File: config.mk
export PLATFORM = sky130hd
export DESIGN_NAME = frame_cpu_core
export DESIGN_NICKNAME = d
export VERILOG_FILES = /design/src/rtl/frame_cpu_core.sv
export SDC_FILE = /design/constraint.sdc
export NUM_CORES = 2
export LEC_CHECK = 0
export CAP_MARGIN = 20
export CORE_MARGIN = 2
export CORE_UTILIZATION = 30
export DETAILED_ROUTE_END_ITERATION = 10
export GPL_ROUTABILITY_DRIVEN = 1
export GPL_TIMING_DRIVEN = 0
export SLEW_MARGIN = 20
export SYNTH_ARGS = -nofsm -noshare
export SYNTH_HDL_FRONTEND = slang
export SYNTH_SLANG_ARGS = --single-unit
export TNS_END_PERCENT = 1
File: constraint.sdc
create_clock -name sysclk -period 6.65 [get_ports sysclk]
set_clock_uncertainty 0.15 [all_clocks]
set_input_delay 1.6625 -clock sysclk [delete_from_list [all_inputs] [get_ports sysclk]]
set_output_delay 1.6625 -clock sysclk [all_outputs]
set_load 0.1 [all_outputs]
File: src/rtl/frame_cpu_core.sv
// frame_cpu_core: 8-bit single-cycle core. Each rising edge executes one
// 17-bit frame against a 16x8 register file, a 32x8 SRAM and a 128x8 flash
// array. dout carries the pre-edge value of the addressed location. The LEDs
// show the inverted opcode that was latched from the frame.
module frame_cpu_core (
    input  logic        sysclk,
    input  logic        reset,
    input  logic [16:0] frame,
    output logic [7:0]  dout,
    output logic [7:0]  pc,
    output logic        LED_B,
    output logic        LED_G,
    output logic        LED_R,
    output logic        LED
);

    logic [7:0] rf_q    [16];
    logic [7:0] sram_q  [32];
    logic [7:0] flash_q [128];
    logic [7:0] pc_q;
    logic [7:0] dout_q;
    logic [3:0] op_q;
    logic       z_q;

    logic [3:0] op;
    logic [3:0] fld_a;
    logic [3:0] fld_b;
    logic [3:0] fld_d;

    logic [7:0] alu_res;
    logic [7:0] pc_d;
    logic [7:0] dout_d;
    logic       z_d;
    logic       z_we;
    logic       rf_we;
    logic [3:0] rf_waddr;
    logic [7:0] rf_wdata;
    logic       sram_we;
    logic [4:0] sram_waddr;
    logic [7:0] sram_wdata;
    logic       flash_we;
    logic [6:0] flash_waddr;
    logic [7:0] flash_wdata;

    // frame[0] is not used by any opcode
    logic unused_frame_bit;
    assign unused_frame_bit = frame[0];

    assign op    = frame[16:13];
    assign fld_a = frame[12:9];
    assign fld_b = frame[8:5];
    assign fld_d = frame[4:1];

    // Decode the frame into one write per storage array plus the next pc/dout/Z
    always_comb begin
        pc_d        = pc_q + 8'd1;
        dout_d      = 8'h00;
        z_d         = z_q;
        z_we        = 1'b0;
        rf_we       = 1'b0;
        rf_waddr    = fld_a;
        rf_wdata    = 8'h00;
        sram_we     = 1'b0;
        sram_waddr  = frame[12:8];
        sram_wdata  = rf_q[frame[7:4]];
        flash_we    = 1'b0;
        flash_waddr = frame[12:6];
        flash_wdata = rf_q[frame[5:2]];

        case (op)
            4'h3:    alu_res = rf_q[fld_a] + rf_q[fld_b];
            4'h4:    alu_res = rf_q[fld_a] - rf_q[fld_b];
            4'h5:    alu_res = rf_q[fld_a] & rf_q[fld_b];
            default: alu_res = rf_q[fld_a] | rf_q[fld_b];
        endcase

        case (op)
            4'h1: dout_d = rf_q[fld_a];
            4'h2: begin
                dout_d   = rf_q[fld_a];
                rf_we    = 1'b1;
                rf_wdata = {4'b0000, fld_b};
            end
            4'h3, 4'h4, 4'h5, 4'h6: begin
                dout_d   = rf_q[fld_d];
                rf_we    = 1'b1;
                rf_waddr = fld_d;
                rf_wdata = alu_res;
                z_we     = 1'b1;
                z_d      = (alu_res == 8'h00);
            end
            4'h7: begin
                dout_d   = rf_q[fld_a];
                rf_we    = 1'b1;
                rf_wdata = rf_q[fld_b];
            end
            4'h8: begin
                dout_d   = sram_q[frame[8:4]];
                rf_we    = 1'b1;
                rf_wdata = sram_q[frame[8:4]];
            end
            4'h9: begin
                dout_d  = sram_q[frame[12:8]];
                sram_we = 1'b1;
            end
            4'hA: begin
                dout_d   = flash_q[frame[8:2]];
                rf_we    = 1'b1;
                rf_wdata = flash_q[frame[8:2]];
            end
            4'hB: begin
                dout_d   = flash_q[frame[12:6]];
                flash_we = 1'b1;
            end
            4'hC: begin
                dout_d = pc_q;
                pc_d   = frame[12:5];
            end
            4'hD: begin
                dout_d = pc_q;
                if (!z_q) pc_d = frame[12:5];
            end
            4'hE: begin
                dout_d = pc_q;
                if (z_q) pc_d = frame[12:5];
            end
            default: dout_d = 8'h00;
        endcase
    end

    // State update; synchronous active-low reset clears every array and register
    always_ff @(posedge sysclk) begin
        if (!reset) begin
            for (int i = 0; i < 16; i++)  rf_q[i]    <= 8'h00;
            for (int i = 0; i < 32; i++)  sram_q[i]  <= 8'h00;
            for (int i = 0; i < 128; i++) flash_q[i] <= 8'h00;
            pc_q   <= 8'h00;
            dout_q <= 8'h00;
            op_q   <= 4'h0;
            z_q    <= 1'b0;
        end else begin
            op_q   <= op;
            pc_q   <= pc_d;
            dout_q <= dout_d;
            if (z_we)     z_q                  <= z_d;
            if (rf_we)    rf_q[rf_waddr]       <= rf_wdata;
            if (sram_we)  sram_q[sram_waddr]   <= sram_wdata;
            if (flash_we) flash_q[flash_waddr] <= flash_wdata;
        end
    end

    assign dout  = dout_q;
    assign pc    = pc_q;
    assign LED_B = ~op_q[0];
    assign LED_G = ~op_q[1];
    assign LED_R = ~op_q[2];
    assign LED   = ~op_q[3];

endmodule

==> impl_results.rst <==
Flow metrics
------------

.. list-table::
   :header-rows: 1

   * - Metric
     - Value
   * - CP Cell Sequence
     - buf_2 > buf_2 > buf_2 > buf_2 > buf_2 > clkbuf_4 > buf_2 > buf_4 > o221ai_1 > o221ai_1 > a21oi_1 > nor2_1 > nor4b_2 > o22ai_1
   * - Internal power component
     - 16.9 mW
   * - Antenna-violating nets left
     - 0
   * - Worst path most repeated cell
     - sky130_fd_sc_hd__buf_2
   * - First-pass GRT wire length
     - 692 mm
   * - Die height
     - 513 um
   * - Violated checks
     - setup timing
   * - Final HPWL from detailed placement
     - 412 mm
   * - GRT overflow
     - 0
   * - Count of fill cells added during filler insertion
     - 24.9k
   * - Total number of cells along the worst setup path
     - 14
   * - Sequential standard cell area
     - 42700 sq um
   * - Proportion of layout cells with a drive suffix above 1
     - 24.8%
   * - Final Hold Violation Tally
     - 0
   * - Compound-Gate Fraction of Synth Area
     - 8.29%
   * - Setup slack after placement
     - -3280 ps
   * - Period utilisation layout
     - 108%
   * - Number of cells in Yosys stat
     - 6036
   * - Share of power burned in combinational logic
     - 18.4%
   * - Outcome
     - complete, but fails checks
   * - Multiplexer area fraction after synthesis
     - 20.8%
   * - Max Used Layer
     - met5
   * - Switch Pwr
     - 8.02 mW
   * - Number of placed I/O pins
     - 39
   * - Register-to-register setup slack
     - 1600 ps
   * - Routed metal-1 wirelength
     - 192 mm
   * - Setup Crit Path Kind
     - in2reg
   * - Leading cell types by count after synthesis
     - sky130_fd_sc_hd__nor2_1, sky130_fd_sc_hd__edfxtp_1, sky130_fd_sc_hd__mux4_2
   * - Slew @ Worst Pin
     - 1400 ps
   * - Cell Count Post-Placement
     - 9588
   * - Grt peak-use layer
     - met2
   * - Register with the most flip-flops
     - flash_q
   * - Most instantiated logic cell after routing
     - sky130_fd_sc_hd__nor2_1
   * - Sequential area share after synthesis
     - 54.9%
   * - Cell with the most instances after synthesis
     - sky130_fd_sc_hd__nor2_1
   * - Switching portion of total power
     - 32.2%
   * - Maximum vdd drop
     - 0.000306 V
   * - Non-clock buffers
     - 707
   * - Ys async rst share
     - 0%
   * - YS warnings
     - 0
   * - Reg2reg end
     - rf_q[10][6]
   * - Part of the total power dissipated in sequential elements
     - 41.9%
   * - Initial antenna violation count
     - 132
   * - Number of nets produced by synthesis
     - 6067
   * - Top Registers
     - flash_q: 1024 flops, sram_q: 256 flops, rf_q: 128 flops
   * - Number of maximum-capacitance violations
     - 0
   * - Largest stage delay on the critical path
     - 810 ps
   * - Max Fanout on Critical Path
     - 11
   * - Met2 Resource Use GR
     - 56.3%
   * - Layout non-clock buf frac
     - 7.10%
   * - Count of flip-flops and latches
     - 1429
   * - Clock slew at reported path FFs
     - 70 ps
   * - Logic depth of the worst register-to-register path
     - 9
   * - Final nets
     - 6408
   * - Max-slew headroom at the worst pin
     - 7.00%
   * - Netlist cell types
     - 93
   * - Worst endpoint required time
     - 7250 ps
   * - Detail-routed via count per cell
     - 7.06
   * - Post-synth top area cell
     - sky130_fd_sc_hd__edfxtp_1
   * - Power dissipated in sequential cells
     - 10.4 mW
   * - Area added between synthesis and finish
     - 18.5%
   * - Instance count along the most critical hold path
     - 2
   * - Largest cell class
     - flip-flops and latches
   * - Static power due to leakage
     - 32.0 nW
   * - Worst setup path start
     - frame[7]
   * - Cell count after synthesis
     - 6036
   * - Horizontal die dimension
     - 513 um
   * - DR iter-0 viols
     - 15.6k
   * - Seq/total area
     - 46.4%
   * - Routability cong.
     - 1.10
   * - Maximum number of buffers from clock root to sink
     - 3
   * - Category of the worst setup path capture point
     - flip-flop
   * - Power density cells
     - 270 nW/um^2
   * - Post-CTS Setup Inserts
     - 0
   * - Remaining routing DRC violations
     - 0
   * - Design Power
     - 24.9 mW
   * - Total of buffers placed on input and output ports
     - 31
   * - Minimum clock period
     - 7150 ps
   * - Post-detailed-placement cell area
     - 85500 sq um
   * - CTS H-Tree Depth
     - 4
   * - Combinational share of cell area
     - 35.3%
   * - Synthesized area divided by synthesized cell count
     - 12.9 sq um
   * - Cell Rows
     - 186
   * - Master of the slowest instance on the critical path
     - sky130_fd_sc_hd__buf_2
   * - Biggest area cells
     - sky130_fd_sc_hd__edfxtp_1, sky130_fd_sc_hd__mux4_2, sky130_fd_sc_hd__nor2_1
   * - Count of inverters not on the clock network in the layout
     - 23
   * - Clock network area share
     - 6.14%
   * - Final setup violation count
     - 776
   * - Total cell area reported by yosys after synthesis
     - 77700 sq um
   * - Number of OpenROAD warnings
     - 33
   * - Power group with the largest share
     - registers
   * - Startpoint of the worst register-to-register path
     - flash_q[99][6]
   * - Adder-cell share of the synthesized area
     - 0.203%
   * - Fraction of synthesized cell area in xor and xnor cells
     - 0.209%
   * - Worst hold margin
     - 376 ps
   * - Cell chosen for the clock root
     - sky130_fd_sc_hd__clkbuf_16
   * - Largest net degree at the start of global routing
     - 20
   * - Length of the first detailed-routing pass in iterations
     - 10
   * - Peak Freq
     - 140 MHz
   * - Synth Area in Simple Gates
     - 11.8%
   * - Hold Path Class
     - reg2reg
   * - Global routing usage on met3
     - 20.2%
   * - Number of resized instances in the post-cts repair step
     - 117
   * - Worst-case setup margin in the final layout
     - -504 ps
   * - Post-cts hold buffer count
     - 0
   * - TritonCTS buffer count
     - 169
### Track usage over the die

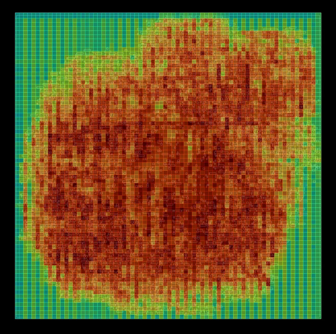
total track usage: 41.1%
fraction of met1 tracks used by global routing: 48.7%
Routed WL per cell: 55.3 um

### Metal 4

Drawn at 1 px/um.
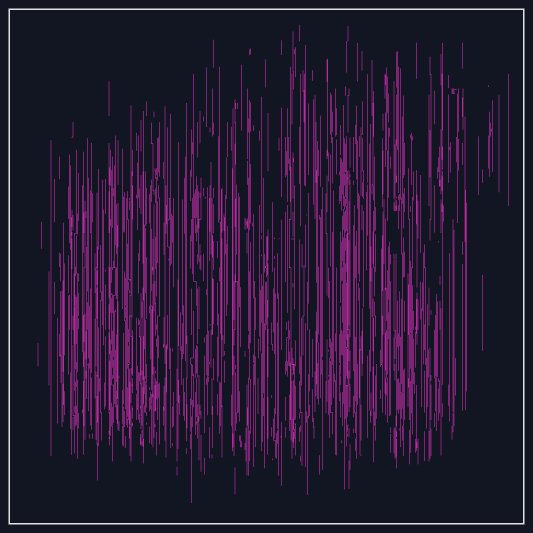
The layer holds 9.5% of the routed length. The layer carries 52.8 mm of wire.
total vias in the final route: 70.8k
Detailed Route WL: 555 mm

### Placement density heat map

Drawn at 0.5 px/um. 26 x 26 tiles, from white (low) to dark blue (high), 0 to 100% covered.
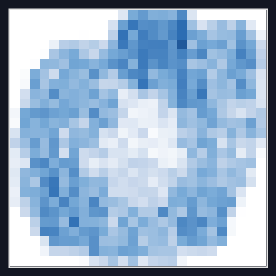
16% of the tiles are nearly empty. The densest ninth of the die: top center. The mean over all tiles is 33%. The fullest tile reaches 84%. 0.40% of the tiles are over 75% full. The emptiest ninth of the die: upper left.
utilization after layout: 35.8%
starting utilization of the core area: 30.2%
Core Box Area: 257000 sq um

### Floorplan with the power grid

Drawn at 1 px/um. Pins as bars on the die edge.
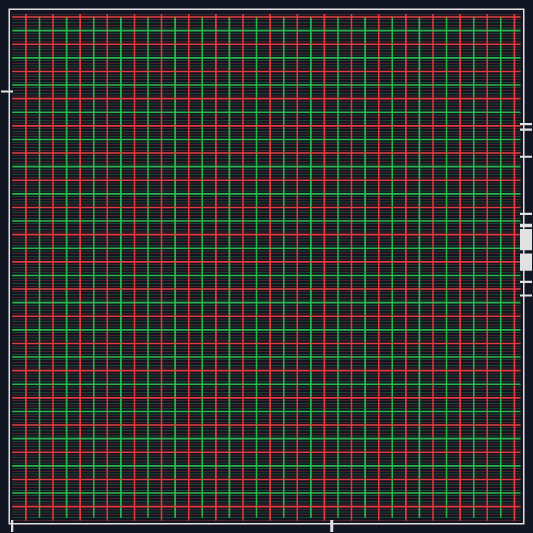
Key: red = VSS; green = VDD
187 met1 rails follow the rows. 39 signal pins sit on the boundary. The core has 186 rows. 37 straps on met5. 37 straps on met4.

### Clock distribution

Drawn at 1 px/um.
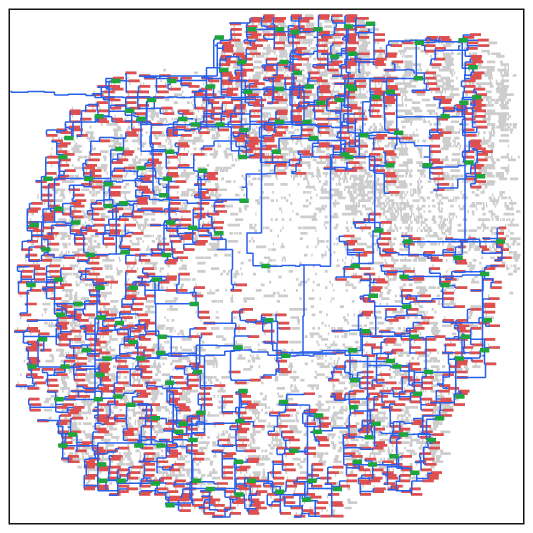
Key: green = clock drivers [count 169]; red = flip-flops [count 1429]; blue = clock wires [length 22.3 mm]
There are 170 routed clock nets.
clock network power share: 39.6%
P_clk: 9.86 mW
clk latency late pin: 950 ps

Power figures rest on the tool's default switching activity, not on a simulated workload.
